`config.mk`:
```
export PLATFORM = sky130hd
export DESIGN_NAME = tx_frame_arbiter
export DESIGN_NICKNAME = d
export VERILOG_FILES = /design/src/rtl/tx_frame_arbiter.sv
export SDC_FILE = /design/constraint.sdc
export NUM_CORES = 1
export LEC_CHECK = 0
export ABC_AREA = 1
export CORE_MARGIN = 8
export CORE_UTILIZATION = 39
export DETAILED_ROUTE_END_ITERATION = 6
export PLACE_DENSITY = 0.84
export SLEW_MARGIN = 5
export SYNTH_ARGS = -nofsm -noshare
export SYNTH_HDL_FRONTEND = slang
export SYNTH_SLANG_ARGS = --single-unit
export TNS_END_PERCENT = 50
```
`constraint.sdc`:
```
create_clock -name clk -period 2.3 [get_ports clk]
set_input_delay 0.23 -clock clk [delete_from_list [all_inputs] [get_ports clk]]
set_output_delay 0.23 -clock clk [all_outputs]
set_load 0.05 [all_outputs]
```
`src/rtl/tx_frame_arbiter.sv`:
```
// tx_frame_arbiter
// Packet-granular arbiter that shares one 32-bit AXI-Stream transmit path
// between the ARP send stream and the IP send stream. A granted frame owns
// the path until its tlast beat is accepted, so frames never interleave.
// After every frame a programmable idle gap is forced. Per-source frame
// counters track completed frames.
//
// Ports:
//   clk, reset_n                 clock and synchronous active-low reset
//   arp_t*_in / arp_tready_out   ARP AXI-Stream slave side
//   ip_t*_in  / ip_tready_out    IP AXI-Stream slave side
//   axis_t*_out / axis_tready_in arbitrated AXI-Stream master side
//   grant_out                    one-hot owner (bit0 ARP, bit1 IP), 00 idle/gap
//   arp_frame_cnt_out            ARP frames completed (wrapping)
//   ip_frame_cnt_out             IP frames completed (wrapping)
module tx_frame_arbiter #(
    parameter bit ARP_PRIORITY = 1'b1,
    parameter int IFG_CYCLES   = 2,
    parameter int CNT_W        = 16
) (
    input  logic             clk,
    input  logic             reset_n,
    input  logic [31:0]      arp_tdata_in,
    input  logic [3:0]       arp_tkeep_in,
    input  logic             arp_tvalid_in,
    input  logic             arp_tlast_in,
    output logic             arp_tready_out,
    input  logic [31:0]      ip_tdata_in,
    input  logic [3:0]       ip_tkeep_in,
    input  logic             ip_tvalid_in,
    input  logic             ip_tlast_in,
    output logic             ip_tready_out,
    output logic [31:0]      axis_tdata_out,
    output logic [3:0]       axis_tkeep_out,
    output logic             axis_tvalid_out,
    output logic             axis_tlast_out,
    input  logic             axis_tready_in,
    output logic [1:0]       grant_out,
    output logic [CNT_W-1:0] arp_frame_cnt_out,
    output logic [CNT_W-1:0] ip_frame_cnt_out
);

    typedef enum logic [1:0] {
        IDLE     = 2'd0,
        ARP_XFER = 2'd1,
        IP_XFER  = 2'd2,
        GAP      = 2'd3
    } state_t;

    // Gap counter runs 0 .. IFG_CYCLES-1 while in GAP.
    localparam int GAP_W = (IFG_CYCLES > 1) ? $clog2(IFG_CYCLES) : 1;
    localparam logic [GAP_W-1:0] GAP_LAST =
        (IFG_CYCLES > 0) ? GAP_W'(IFG_CYCLES - 1) : {GAP_W{1'b0}};
    // With a zero gap a finished frame returns straight to IDLE.
    localparam state_t DONE_STATE = (IFG_CYCLES > 0) ? GAP : IDLE;

    state_t             state_r;
    state_t             next_state_s;
    logic               rr_ip_r;      // 1: IP is favoured on a tie (round-robin)
    logic [GAP_W-1:0]   gap_cnt_r;
    logic [CNT_W-1:0]   arp_cnt_r;
    logic [CNT_W-1:0]   ip_cnt_r;
    logic               arp_done_s;
    logic               ip_done_s;

    assign arp_frame_cnt_out = arp_cnt_r;
    assign ip_frame_cnt_out  = ip_cnt_r;

    // Next-state decode and zero-latency datapath mux for the current owner.
    always_comb begin
        next_state_s    = state_r;
        axis_tdata_out  = 32'd0;
        axis_tkeep_out  = 4'd0;
        axis_tvalid_out = 1'b0;
        axis_tlast_out  = 1'b0;
        arp_tready_out  = 1'b0;
        ip_tready_out   = 1'b0;
        grant_out       = 2'b00;
        arp_done_s      = 1'b0;
        ip_done_s       = 1'b0;
        case (state_r)
            IDLE: begin
                // Requests are only sampled here; no beat moves in this cycle.
                if (arp_tvalid_in && ip_tvalid_in) begin
                    if ((ARP_PRIORITY == 1'b1) || !rr_ip_r) begin
                        next_state_s = ARP_XFER;
                    end else begin
                        next_state_s = IP_XFER;
                    end
                end else if (arp_tvalid_in) begin
                    next_state_s = ARP_XFER;
                end else if (ip_tvalid_in) begin
                    next_state_s = IP_XFER;
                end else begin
                    next_state_s = IDLE;
                end
            end
            ARP_XFER: begin
                axis_tdata_out  = arp_tdata_in;
                axis_tkeep_out  = arp_tkeep_in;
                axis_tvalid_out = arp_tvalid_in;
                axis_tlast_out  = arp_tlast_in;
                arp_tready_out  = axis_tready_in;
                grant_out       = 2'b01;
                arp_done_s      = arp_tvalid_in & axis_tready_in & arp_tlast_in;
                if (arp_done_s) begin
                    next_state_s = DONE_STATE;
                end else begin
                    next_state_s = ARP_XFER;
                end
            end
            IP_XFER: begin
                axis_tdata_out  = ip_tdata_in;
                axis_tkeep_out  = ip_tkeep_in;
                axis_tvalid_out = ip_tvalid_in;
                axis_tlast_out  = ip_tlast_in;
                ip_tready_out   = axis_tready_in;
                grant_out       = 2'b10;
                ip_done_s       = ip_tvalid_in & axis_tready_in & ip_tlast_in;
                if (ip_done_s) begin
                    next_state_s = DONE_STATE;
                end else begin
                    next_state_s = IP_XFER;
                end
            end
            GAP: begin
                if (gap_cnt_r == GAP_LAST) begin
                    next_state_s = IDLE;
                end else begin
                    next_state_s = GAP;
                end
            end
            default: begin
                next_state_s = IDLE;
            end
        endcase
    end

    // State register; reset aborts any frame in flight.
    always_ff @(posedge clk) begin
        if (!reset_n) begin
            state_r <= IDLE;
        end else begin
            state_r <= next_state_s;
        end
    end

    // Inter-frame gap counter, cleared whenever the FSM is outside GAP.
    always_ff @(posedge clk) begin
        if (!reset_n) begin
            gap_cnt_r <= {GAP_W{1'b0}};
        end else if (state_r == GAP) begin
            gap_cnt_r <= gap_cnt_r + GAP_W'(1);
        end else begin
            gap_cnt_r <= {GAP_W{1'b0}};
        end
    end

    // Round-robin pointer: after a frame the other source is favoured.
    always_ff @(posedge clk) begin
        if (!reset_n) begin
            rr_ip_r <= 1'b0;
        end else if (arp_done_s) begin
            rr_ip_r <= 1'b1;
        end else if (ip_done_s) begin
            rr_ip_r <= 1'b0;
        end else begin
            rr_ip_r <= rr_ip_r;
        end
    end

    // Per-source completed-frame counters (wrap naturally).
    always_ff @(posedge clk) begin
        if (!reset_n) begin
            arp_cnt_r <= {CNT_W{1'b0}};
            ip_cnt_r  <= {CNT_W{1'b0}};
        end else begin
            if (arp_done_s) begin
                arp_cnt_r <= arp_cnt_r + CNT_W'(1);
            end
            if (ip_done_s) begin
                ip_cnt_r <= ip_cnt_r + CNT_W'(1);
            end
        end
    end

endmodule

```
==> images/floorplan.png <==
The bar under the picture is 20 µm long. Pins as bars on the die edge. Tap cells in grey.
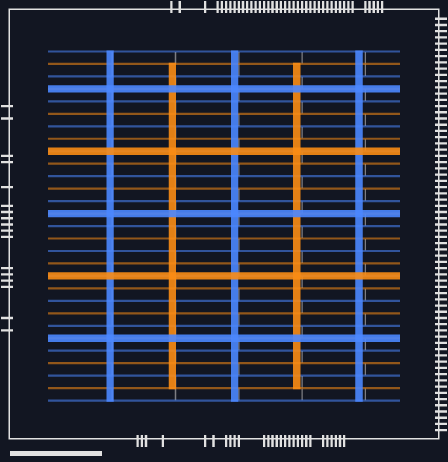
colour	net
blue	VSS
orange	VDD
tap cells	75
met4 straps	5
met1 rails	29
met5 straps	5

==> images/class_map.png <==
The bar under the picture is 20 µm long.
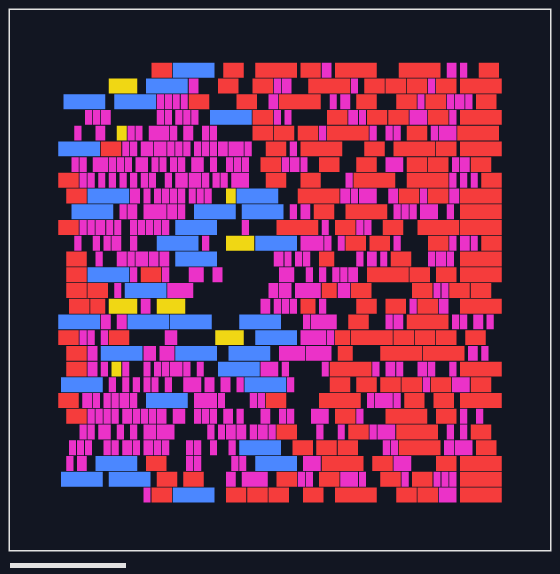
colour	class	cells	share of their area
red	remaining buffers and delay cells	158	45%
blue	registers	35	16%
yellow	clock drivers and dummy loads	8	1.9%
magenta	remaining logic cells	346	37%

==> commit_impl_results.txt <==
Update PnR metrics after Yosys + OpenROAD run

- Status: finished clean
- Post-cts gate resize count: 0
- For this run, the script counts the antenna cells in the layout as 0.
* Number of iterations in the first detailed-routing pass: 4
- For this run, design rule violations remaining after detail routing come to 0.
- Number of buffers inserted during clock tree synthesis: 5
* Cell-by-cell trace of the critical path: inv_1 -> ha_1 -> inv_1 -> buf_4 -> a21oi_1 -> buf_12
- The final layout report lists a filler cell count of 444.
- Overall routing resource usage recorded by global route was 0.213.
- Path category of the worst min-delay check: reg -> reg
- DRT Wirelength: 9.56 mm
* Total number of vias: 3104
- Total global routing overflow: 0
- Of the post-synthesis cell area, the part taken by muxes is 0.
- Per the slew report, the remaining headroom to the max-slew limit stands at 0.620.
- Counting instances in the post-synthesis netlist gives the leading cell types as sky130_fd_sc_hd__nand2_1 (142), sky130_fd_sc_hd__nor2_1 (56), sky130_fd_sc_hd__a21oi_1 (50), sky130_fd_sc_hd__inv_1 (37), sky130_fd_sc_hd__dfxtp_1 (35).
* Core box area: 5850 µm²
* Tool warning count: 31
- No sink is reached through more buffers than the 2 on the longest clock path.
* Detailed-route vias per instance: 4.99
- The most frequently used library cell after synthesis is sky130_fd_sc_hd__nand2_1.
* Final clock period utilization by the worst path: 0.903
- Top cells by area: sky130_fd_sc_hd__dfxtp_1 (30%), sky130_fd_sc_hd__nand2_1 (23%), sky130_fd_sc_hd__a21oi_1 (11%)
* Multi-input gate area in the final layout: 1470 µm²
- RSZ-0062 raised after global routing: no
- Static leakage power: 1.68 nW
- The design draws 1.79 mW.
* Clock period minus final worst setup slack: 2.08 ns
- The number of buffers and inverters on the critical path is 4.
* Gp weighted congestion: 0.864
- Average wire per standard cell: 15.4 µm
- In this run the maximum-capacitance check reported violations numbering 0.
- Placement Rows: 28
* Post-synthesis sequential element count: 35
- Total cells reported by yosys after synthesis: 398
- Register clock-pin slew on the reported worst setup and hold paths: 0.08 ns
- Worst-Margin Slew: 0.569 ns
* Fraction of final layout cells sized beyond drive strength 1: 0.141
* Worst setup path startpoint: state_r[0]
- The number of global-route vias before repair was 2995.
- The pre-CTS setup check shows a worst slack of 0.490 ns.
- Number of top-level design ports: 153
* End of the worst register-to-register path: arp_frame_cnt_out[8]
- Setup Buffers After CTS: 0
- The mapped netlist covers 2330 µm².
- Slowest CP cell: sky130_fd_sc_hd__buf_4
* First-pass GRT wire length: 15.3 mm
- Initial DRC count: 111
* Total of buffers placed on input and output ports: 152
* Final antenna-violating net count: 0
* Clock Latency Late Sink: 0.29 ns
* Half-perimeter wire length after placement: 7.66 mm
* Number of enable-type register cells in the synthesized netlist: 0
- Measured along the x axis, the die boundary spans 93.4 µm.
* CP most frequent cell: sky130_fd_sc_hd__inv_1
- And-or/or-and share of the synthesized area: 0.139
* Synthesized netlist net count: 484
* Setup clock skew after layout: 0.00950 ns
- Per the layout area report, the register area comes to 701 µm².
- Hold_ws: 0.419 ns
* Final number of max-transition violations: 0
- The number of clock sinks came to 35.
* Worst path depth: 6
- Synth warn: 0
- The post-CTS hold buffer count recorded in the log is 0.
- Path type of the worst setup path: reg -> out
- Critical path startpoint category: flip-flop
- The cell-mix breakdown from Yosys lists the simple-gate area share as 0.415.
- Register-to-Register Path Depth: 9
- Worst stage delay on the critical path: 0.41 ns
- In this run the critical register-to-register path is launched from state_r[1].
* Post-synth seq share: 0.300
- Cell Pwr Density: 401 nW/µm²
- Final-report hold violation count: 0
- Worst VDD drop: 0.576 mV
* XOR-XNOR Cells, Area Fraction: 0.0150
* Clk Tree Root Cell: sky130_fd_sc_hd__clkbuf_8
* Delay-heaviest family, CP: buffers and inverters
* Maximum achievable frequency: 481 MHz
- The stat command in Yosys gives a chip area of 2330 µm².
- Die height: 93.4 µm
* End point of the critical path: axis_tdata_out[13]
- WP data arrival: 1.85 ns
- The chip occupies 8720 µm².
- The gate-level netlist out of Yosys references 25 unique cell types.
* Synth async-reset ratio: 0
- In this run the layout overhead on the synthesized area is reported as 91.3%.
- The cell-mix breakdown from Yosys lists the adder-cell area share as 0.0375.
- Cell type with the largest total area: sky130_fd_sc_hd__dfxtp_1
* Number of instances in the synthesized netlist: 398
==> worst min-delay path by stage <==
| stage | startpoint | endpoint | slack [ns] | cells after the start |
|---|---|---|---|---|
| after global routing | gap_cnt_r | gap_cnt_r | 0.45 | 1 |
| after global placement | gap_cnt_r | gap_cnt_r | 0.41 | 1 |
| final | gap_cnt_r | gap_cnt_r | 0.42 | 1 |
| after detailed placement | gap_cnt_r | gap_cnt_r | 0.41 | 1 |
| after floorplan | reset_n | arp_frame_cnt_out[4] | 0.37 | 2 |
| after CTS | gap_cnt_r | gap_cnt_r | 0.42 | 1 |
==> where the power goes <==
part           internal (mW)  switching [mW]  leakage [nW]
registers              0.611         0.00585         0.282
clock network          0.207           0.218        0.0477
logic                  0.344           0.405          1.35
total                   1.16           0.629          1.68
==> cell type report <==
| type | count | area share |
|---|---|---|
| repair buffers | 158 | 0.443 |
| well taps | 75 | 0.0210 |
| clock buffers | 5 | 0.0154 |
| inverters | 38 | 0.0319 |
| clock inverters | 3 | 0.00336 |
| multi-input cells | 308 | 0.329 |
| flip-flops and latches | 35 | 0.157 |
==> sequential cells by signal, summed over array words and instances (netlist names) <==
signal / count
state_r: 2
arp_frame_cnt_out: 16
gap_cnt_r: 1
ip_frame_cnt_out: 16
==> cell usage in the layout, fill, tap and decap left out, drive strengths merged, types with 4 or more instances in the layout <==
cell           instances
nor2                  62
xor2                   4
nor3                   4
nand3                 13
o21ai                  9
nand2                142
inv                   38
a21oi                 50
ha                     7
clkdlybuf4s50        111
buf                   47
clkbuf                 5
nand4                 10
dfxtp                 35
==> cell families (layout without fill, tap and decap cells) <==
logic type / after synthesis / after routing
flip-flops: 35 / 35
buffers and inverters: 55 / 204
AND-OR/OR-AND: 63 / 63
XOR/XNOR: 4 / 4
AND/OR/NAND/NOR: 234 / 234
adder cells (fa/ha/maj): 7 / 7
==> metrics by stage <==
step           cells  TNS (ns)  utilization  cell area, µm²
4_1_cts          622         0        0.763            4470
6_report         622         0        0.763            4470
3_5_place_dp     614         0        0.749            4380
5_1_grt          622         0        0.763            4470
3_3_place_gp     614         0        0.749            4380
2_1_floorplan    398   -0.0298            -            2390
==> routing by layer <==
| layer | track usage | vias to the layer above | share of wire |
|---|---|---|---|
| li1 | - | 1554 | - |
| met1 | 0.246 | 1402 | 0.42 |
| met2 | 0.386 | 138 | 0.50 |
| met3 | 0.0425 | 10 | 0.079 |
| met4 | 0.0537 | 0 | 0.010 |
| met5 | 0 | - | 0 |
==> worst reg2reg max path, cell delays in order (launching register included) <==
cell and delay [ns]:
sky130_fd_sc_hd__dfxtp_1 0.34, sky130_fd_sc_hd__inv_1 0.10, sky130_fd_sc_hd__ha_1 0.20, sky130_fd_sc_hd__nand2_1 0.12, sky130_fd_sc_hd__nor2_4 0.30, sky130_fd_sc_hd__inv_2 0.11, sky130_fd_sc_hd__nor2_1 0.15, sky130_fd_sc_hd__nand2_1 0.08
sky130_fd_sc_hd__o21ai_0 0.14, sky130_fd_sc_hd__nor2_1 0.05
Power is estimated from default activity; no workload was simulated.
